## config.mk

```make
export PLATFORM = sky130hd
export DESIGN_NAME = ram_port_arbiter
export DESIGN_NICKNAME = d
export VERILOG_FILES = /design/src/rtl/ram_port_arbiter.sv
export SDC_FILE = /design/constraint.sdc
export NUM_CORES = 1
export LEC_CHECK = 0
export CORE_UTILIZATION = 42
export DETAILED_ROUTE_END_ITERATION = 8
export PLACE_DENSITY = 0.86
export RECOVER_POWER = 100
export SLEW_MARGIN = 25
export SYNTH_ARGS = -nofsm -noshare
export SYNTH_HDL_FRONTEND = slang
export SYNTH_SLANG_ARGS = --single-unit
```

## constraint.sdc

```tcl
create_clock -name clk -period 1.7 [get_ports clk]
set_input_delay 0.51 -clock clk [delete_from_list [all_inputs] [get_ports clk]]
set_output_delay 0.51 -clock clk [all_outputs]
set_load 0.01 [all_outputs]
```

## src/rtl/ram_port_arbiter.sv

```systemverilog
// Two-port round-robin front end for the single-port RAM: turns whole-word
// read/write requests into the RAM's two-beat opcode command stream.
module ram_port_arbiter #(
  parameter int MEM_WIDTH  = 8,
  parameter int RD_TIMEOUT = 4
) (
  input  logic                 clk,
  input  logic                 rst_n,
  input  logic                 p0_req,
  input  logic                 p1_req,
  input  logic                 p0_we,
  input  logic                 p1_we,
  input  logic [MEM_WIDTH-1:0] p0_addr,
  input  logic [MEM_WIDTH-1:0] p1_addr,
  input  logic [MEM_WIDTH-1:0] p0_wdata,
  input  logic [MEM_WIDTH-1:0] p1_wdata,
  output logic                 p0_ack,
  output logic                 p1_ack,
  output logic [MEM_WIDTH-1:0] p0_rdata,
  output logic [MEM_WIDTH-1:0] p1_rdata,
  output logic                 p0_err,
  output logic                 p1_err,
  output logic                 busy,
  output logic [MEM_WIDTH+1:0] ram_din,
  output logic                 ram_rx_valid,
  input  logic [MEM_WIDTH-1:0] ram_dout,
  input  logic                 ram_tx_valid
);

  typedef enum logic [2:0] {
    IDLE, WR_ADDR, WR_DATA, RD_ADDR, RD_CMD, RD_WAIT, DONE
  } state_e;

  localparam logic [1:0] OP_WR_ADDR = 2'b00;
  localparam logic [1:0] OP_WR_DATA = 2'b01;
  localparam logic [1:0] OP_RD_ADDR = 2'b10;
  localparam logic [1:0] OP_RD      = 2'b11;
  localparam logic [3:0] TIMEOUT_C  = 4'(RD_TIMEOUT);

  state_e                 state_q;
  logic                   grant_q;
  logic                   last_grant_q;
  logic [MEM_WIDTH-1:0]   wdata_q;
  logic [3:0]             cnt_q;
  logic [MEM_WIDTH+1:0]   ram_din_q;
  logic                   ram_rx_valid_q;
  logic                   busy_q;
  logic                   p0_ack_q, p1_ack_q;
  logic                   p0_err_q, p1_err_q;
  logic [MEM_WIDTH-1:0]   p0_rdata_q, p1_rdata_q;

  // Port 1 wins when it is the only requester or when port 0 had the last grant.
  logic                   grant_d;
  logic                   sel_we;
  logic [MEM_WIDTH-1:0]   sel_addr;
  logic [MEM_WIDTH-1:0]   sel_wdata;

  assign grant_d   = p1_req & (~p0_req | ~last_grant_q);
  assign sel_we    = grant_d ? p1_we    : p0_we;
  assign sel_addr  = grant_d ? p1_addr  : p0_addr;
  assign sel_wdata = grant_d ? p1_wdata : p0_wdata;

  // NOTE: non-blocking assignments so every register samples pre-edge values;
  // outputs are loaded one state early so they are registered yet on time.
  always_ff @(posedge clk or negedge rst_n) begin
    if (!rst_n) begin
      state_q        <= IDLE;
      grant_q        <= 1'b0;
      last_grant_q   <= 1'b1;
      wdata_q        <= '0;
      cnt_q          <= '0;
      ram_din_q      <= '0;
      ram_rx_valid_q <= 1'b0;
      busy_q         <= 1'b0;
      p0_ack_q       <= 1'b0;
      p1_ack_q       <= 1'b0;
      p0_err_q       <= 1'b0;
      p1_err_q       <= 1'b0;
      p0_rdata_q     <= '0;
      p1_rdata_q     <= '0;
    end else begin
      p0_ack_q <= 1'b0;
      p1_ack_q <= 1'b0;
      p0_err_q <= 1'b0;
      p1_err_q <= 1'b0;
      case (state_q)
        IDLE: begin
          if (p0_req || p1_req) begin
            grant_q        <= grant_d;
            last_grant_q   <= grant_d;
            wdata_q        <= sel_wdata;
            ram_rx_valid_q <= 1'b1;
            busy_q         <= 1'b1;
            if (sel_we) begin
              state_q   <= WR_ADDR;
              ram_din_q <= {OP_WR_ADDR, sel_addr};
            end else begin
              state_q   <= RD_ADDR;
              ram_din_q <= {OP_RD_ADDR, sel_addr};
            end
          end
        end
        WR_ADDR: begin
          state_q   <= WR_DATA;
          ram_din_q <= {OP_WR_DATA, wdata_q};
        end
        WR_DATA: begin
          state_q        <= DONE;
          ram_din_q      <= '0;
          ram_rx_valid_q <= 1'b0;
          if (grant_q) p1_ack_q <= 1'b1;
          else         p0_ack_q <= 1'b1;
        end
        RD_ADDR: begin
          state_q   <= RD_CMD;
          ram_din_q <= {OP_RD, {MEM_WIDTH{1'b0}}};
        end
        RD_CMD: begin
          state_q        <= RD_WAIT;
          ram_din_q      <= '0;
          ram_rx_valid_q <= 1'b0;
          cnt_q          <= '0;
        end
        RD_WAIT: begin
          if (ram_tx_valid) begin
            state_q <= DONE;
            if (grant_q) begin
              p1_rdata_q <= ram_dout;
              p1_ack_q   <= 1'b1;
            end else begin
              p0_rdata_q <= ram_dout;
              p0_ack_q   <= 1'b1;
            end
          end else if (cnt_q == TIMEOUT_C) begin
            // Timed out: hand back zero data with the error flag alongside the ack.
            state_q <= DONE;
            if (grant_q) begin
              p1_rdata_q <= '0;
              p1_ack_q   <= 1'b1;
              p1_err_q   <= 1'b1;
            end else begin
              p0_rdata_q <= '0;
              p0_ack_q   <= 1'b1;
              p0_err_q   <= 1'b1;
            end
          end else begin
            cnt_q <= cnt_q + 4'd1;
          end
        end
        DONE: begin
          state_q <= IDLE;
          busy_q  <= 1'b0;
        end
        default: begin
          state_q        <= IDLE;
          ram_din_q      <= '0;
          ram_rx_valid_q <= 1'b0;
          busy_q         <= 1'b0;
        end
      endcase
    end
  end

  assign ram_din      = ram_din_q;
  assign ram_rx_valid = ram_rx_valid_q;
  assign busy         = busy_q;
  assign p0_ack       = p0_ack_q;
  assign p1_ack       = p1_ack_q;
  assign p0_err       = p0_err_q;
  assign p1_err       = p1_err_q;
  assign p0_rdata     = p0_rdata_q;
  assign p1_rdata     = p1_rdata_q;

endmodule

```

io_placement.png
Pins as bars across the die edge, other pins in gray.
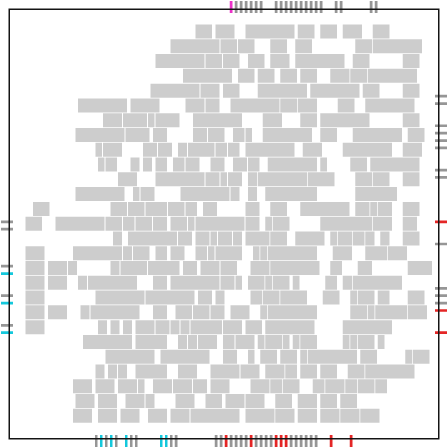
legend:
  p1_wdata:
    color: cyan
    pins: 8
    direction: input
    edge: 5 bottom, 3 left
  ram_din:
    color: red
    pins: 10
    direction: output
    edge: 7 bottom, 3 right
  ram_tx_valid:
    color: magenta
    pins: 1
    direction: input
    edge: top
die width: 78.8 um
input/output buffers: 78
die height: 78.8 um

placement.png
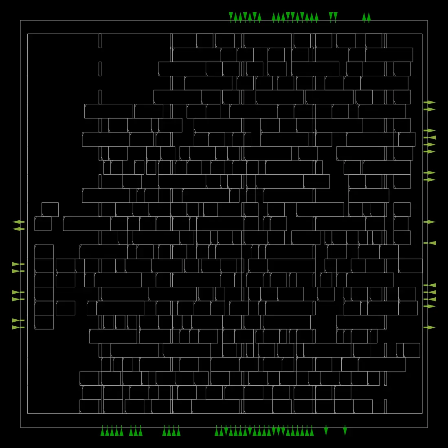
row cnt: 27
core area: 5610 um2
final core utilization: 63.5%

io_fan.png
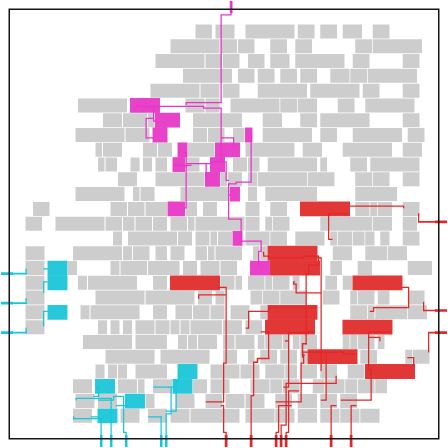
legend:
  p1_wdata:
    color: cyan
    bits: 8
    direction: input
    end_cells: 8
    buffers: 8
    wire: 89.7 um
  ram_tx_valid:
    color: magenta
    bits: 1
    direction: input
    end_cells: 14
    buffers: 3
    wire: 130 um
  ram_din:
    color: red
    bits: 10
    direction: output
    end_cells: 10
    buffers: 10
    wire: 319 um

clk_routes.png
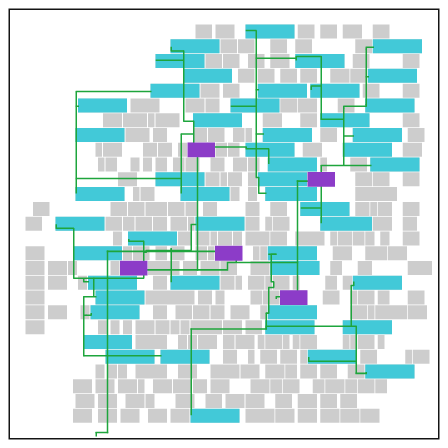
legend:
  clock wires:
    color: green
    length: 571 um
  clock drivers:
    color: purple
    count: 5
  flip-flops:
    color: cyan
    count: 49
routed clock nets: 6
flops lie: spread over the die

wires.png
Bar = 20 um.
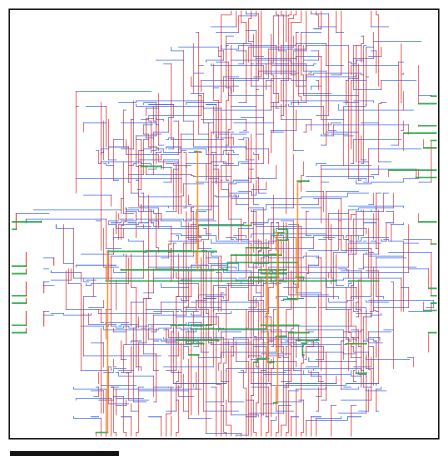
legend:
  metal 4:
    color: orange
    wire_length: 125 um
  metal 1:
    color: blue
    wire_length: 2870 um
  metal 3:
    color: green
    wire_length: 284 um
  metal 2:
    color: red
    wire_length: 3480 um
WL per Instance: 17.2 um
via count: 2268
Routed WL: 6.75 mm
Global Route Usage Sum: 22.6%

==> run summary <==
flow finished, numbers: status finished clean, Yosys Instances roughly 230, Switch Pwr between 0.002 and 0.0025 W, Seq pwr share 37.0%, fmax 604 MHz, switch share between 30% and 40%, clock skew 0.00773 ns, Cell Int Power 0.00318 W, fin cells 393, syn_nets about 280, CP startpoint kind flop, layout cell share with drive strength beyond 1 between 15 and 20%, OpenROAD warning count 27, Mapped Area ~2500 um2, Max Cap Violations 0, dominant kind of combinational cell AND-OR/OR-AND gates, mux frac, synth 4.65%, Hold WS about 0.35 ns, Worst Tran Pin Value 1.03 ns, largest net degree at the start of global routing 33, Post-synth ARST share 100%, vias in the first global route roughly 2200, Top Layout Cells dfrtp_1, clkdlybuf4s50_1, dlygate4sd2_1, H-tree depth 2, setup slack after layout between 0.04 and 0.05 ns, GRT Residual Overflow 0, critical path class reg -> reg, Chip Area, Yosys 2470 um2, ys flops ~49, FF-to-FF Start state_q[1]$_DFFE_PN0P_, slowest cell on the critical path dfrtp_2, simple-gate share of the synthesized area between 15 and 20%, Pre-Place Util between 40% and 50%, Fin Setup TNS 0 ns, crit share post-route 97.4%, final net count around 370, hold crit path type in -> async, CP Capture Type flop, Final Max Tran Viols 0, Hold Buf Count CTS 0, Worst slew margin 31.6%, global-route wire length before repair around 11 mm, Setup WS pre-CTS -0.404 ns, GP Congestion between 0.8 and 0.9, io pins roughly 79, Clock Path Buffers 2, DRC 0, Leak around 1.6 nW, CP cell instances buf_4 > nor4bb_2 > a221oi_1 > o32ai_1, WP data arrival ~1.9 ns, clk sinks between 40 and 50, maximum vdd drop about 0.00077 V, Total Power ~0.0052 W, CP Max Fanout 11, Worst Reg-to-Reg Cells 4, Final setup viols 0, Final min period around 1.7 ns, leading area contributor after synthesis dfrtp_1, Final Cell Area about 3600 um2, total setup buffers inserted after CTS 1, post-DP HPWL approximately 4.8 mm, Post-synth EDFFs 0, r2r setup slk about 0.045 ns, most frequent logic cell in the layout dfrtp_1, clock share of power between 10% and 20%, Pre-antenna DRT Iters 5, AO/OA Area Share a little over a fifth, adder share just over 1%, worst skew pair latency approximately 0.31 ns, Ant. Diodes 0, DRT antenna net count 0, Cell Area, Placed around 3400 um2, PwrDens 1460 nW/um2, Commonest flop dfrtp_1, Comb pwr share about half, Die ar. about 6200 um2, Cell Type Count 46, CP required 1.92 ns, top area contributor share between 40% and 50%, Post-Place Cells around 380
## worst max-delay path by stage
| stage | from | depth (start not counted) | to | slack (ns) |
|---|---|---|---|---|
| after floorplan | p0_req | 6 | ram_din[7]$_DFFE_PN0P_ | 0.06 |
| after global placement | p0_req | 4 | ram_din[3]$_DFFE_PN0P_ | -0.34 |
| after detailed placement | p1_req | 5 | ram_din[7]$_DFFE_PN0P_ | -0.40 |
| after CTS | p0_err$_DFF_PN0_ | 1 | p0_err | 0.0006 |
| after global routing | state_q[1]$_DFFE_PN0P_ | 4 | ram_din[0]$_DFFE_PN0P_ | -0.07 |
| final | state_q[1]$_DFFE_PN0P_ | 4 | ram_din[0]$_DFFE_PN0P_ | 0.04 |
## power groups by stage
| stage | Clock [W] | Sequential, W | Combinational [W] |
|---|---|---|---|
| after global placement | 0 | 0.00192 | 0.00250 |
| after floorplan | 0 | 0.00198 | 0.00141 |
| final | 0.000713 | 0.00193 | 0.00257 |
| after global routing | 0.000781 | 0.00199 | 0.00278 |
| after detailed placement | 0 | 0.00194 | 0.00257 |
| after CTS | 0.000733 | 0.00191 | 0.00247 |
## layout make-up
cell class / instances / area (um2)
Timing Repair Buffer: 102 / 912
Clock buffer: 5 / 68.8
Inverter: 13 / 48.8
Clock inverter: 3 / 25.0
Fill cell: 480 / 2050
Multi-Input combinational cell: 149 / 1190
Tap cell: 72 / 90.1
Sequential cell: 49 / 1230
## layer usage
| layer | GRT usage [%] | share of wire (%) |
|---|---|---|
| met1 | 30.0 | 42 |
| met2 | 38.0 | 51 |
| met3 | 3.68 | 4.2 |
| met4 | 6.67 | 1.9 |
| met5 | 0 | 0 |
Power figures rest on the tool's default switching activity, not on a simulated workload.
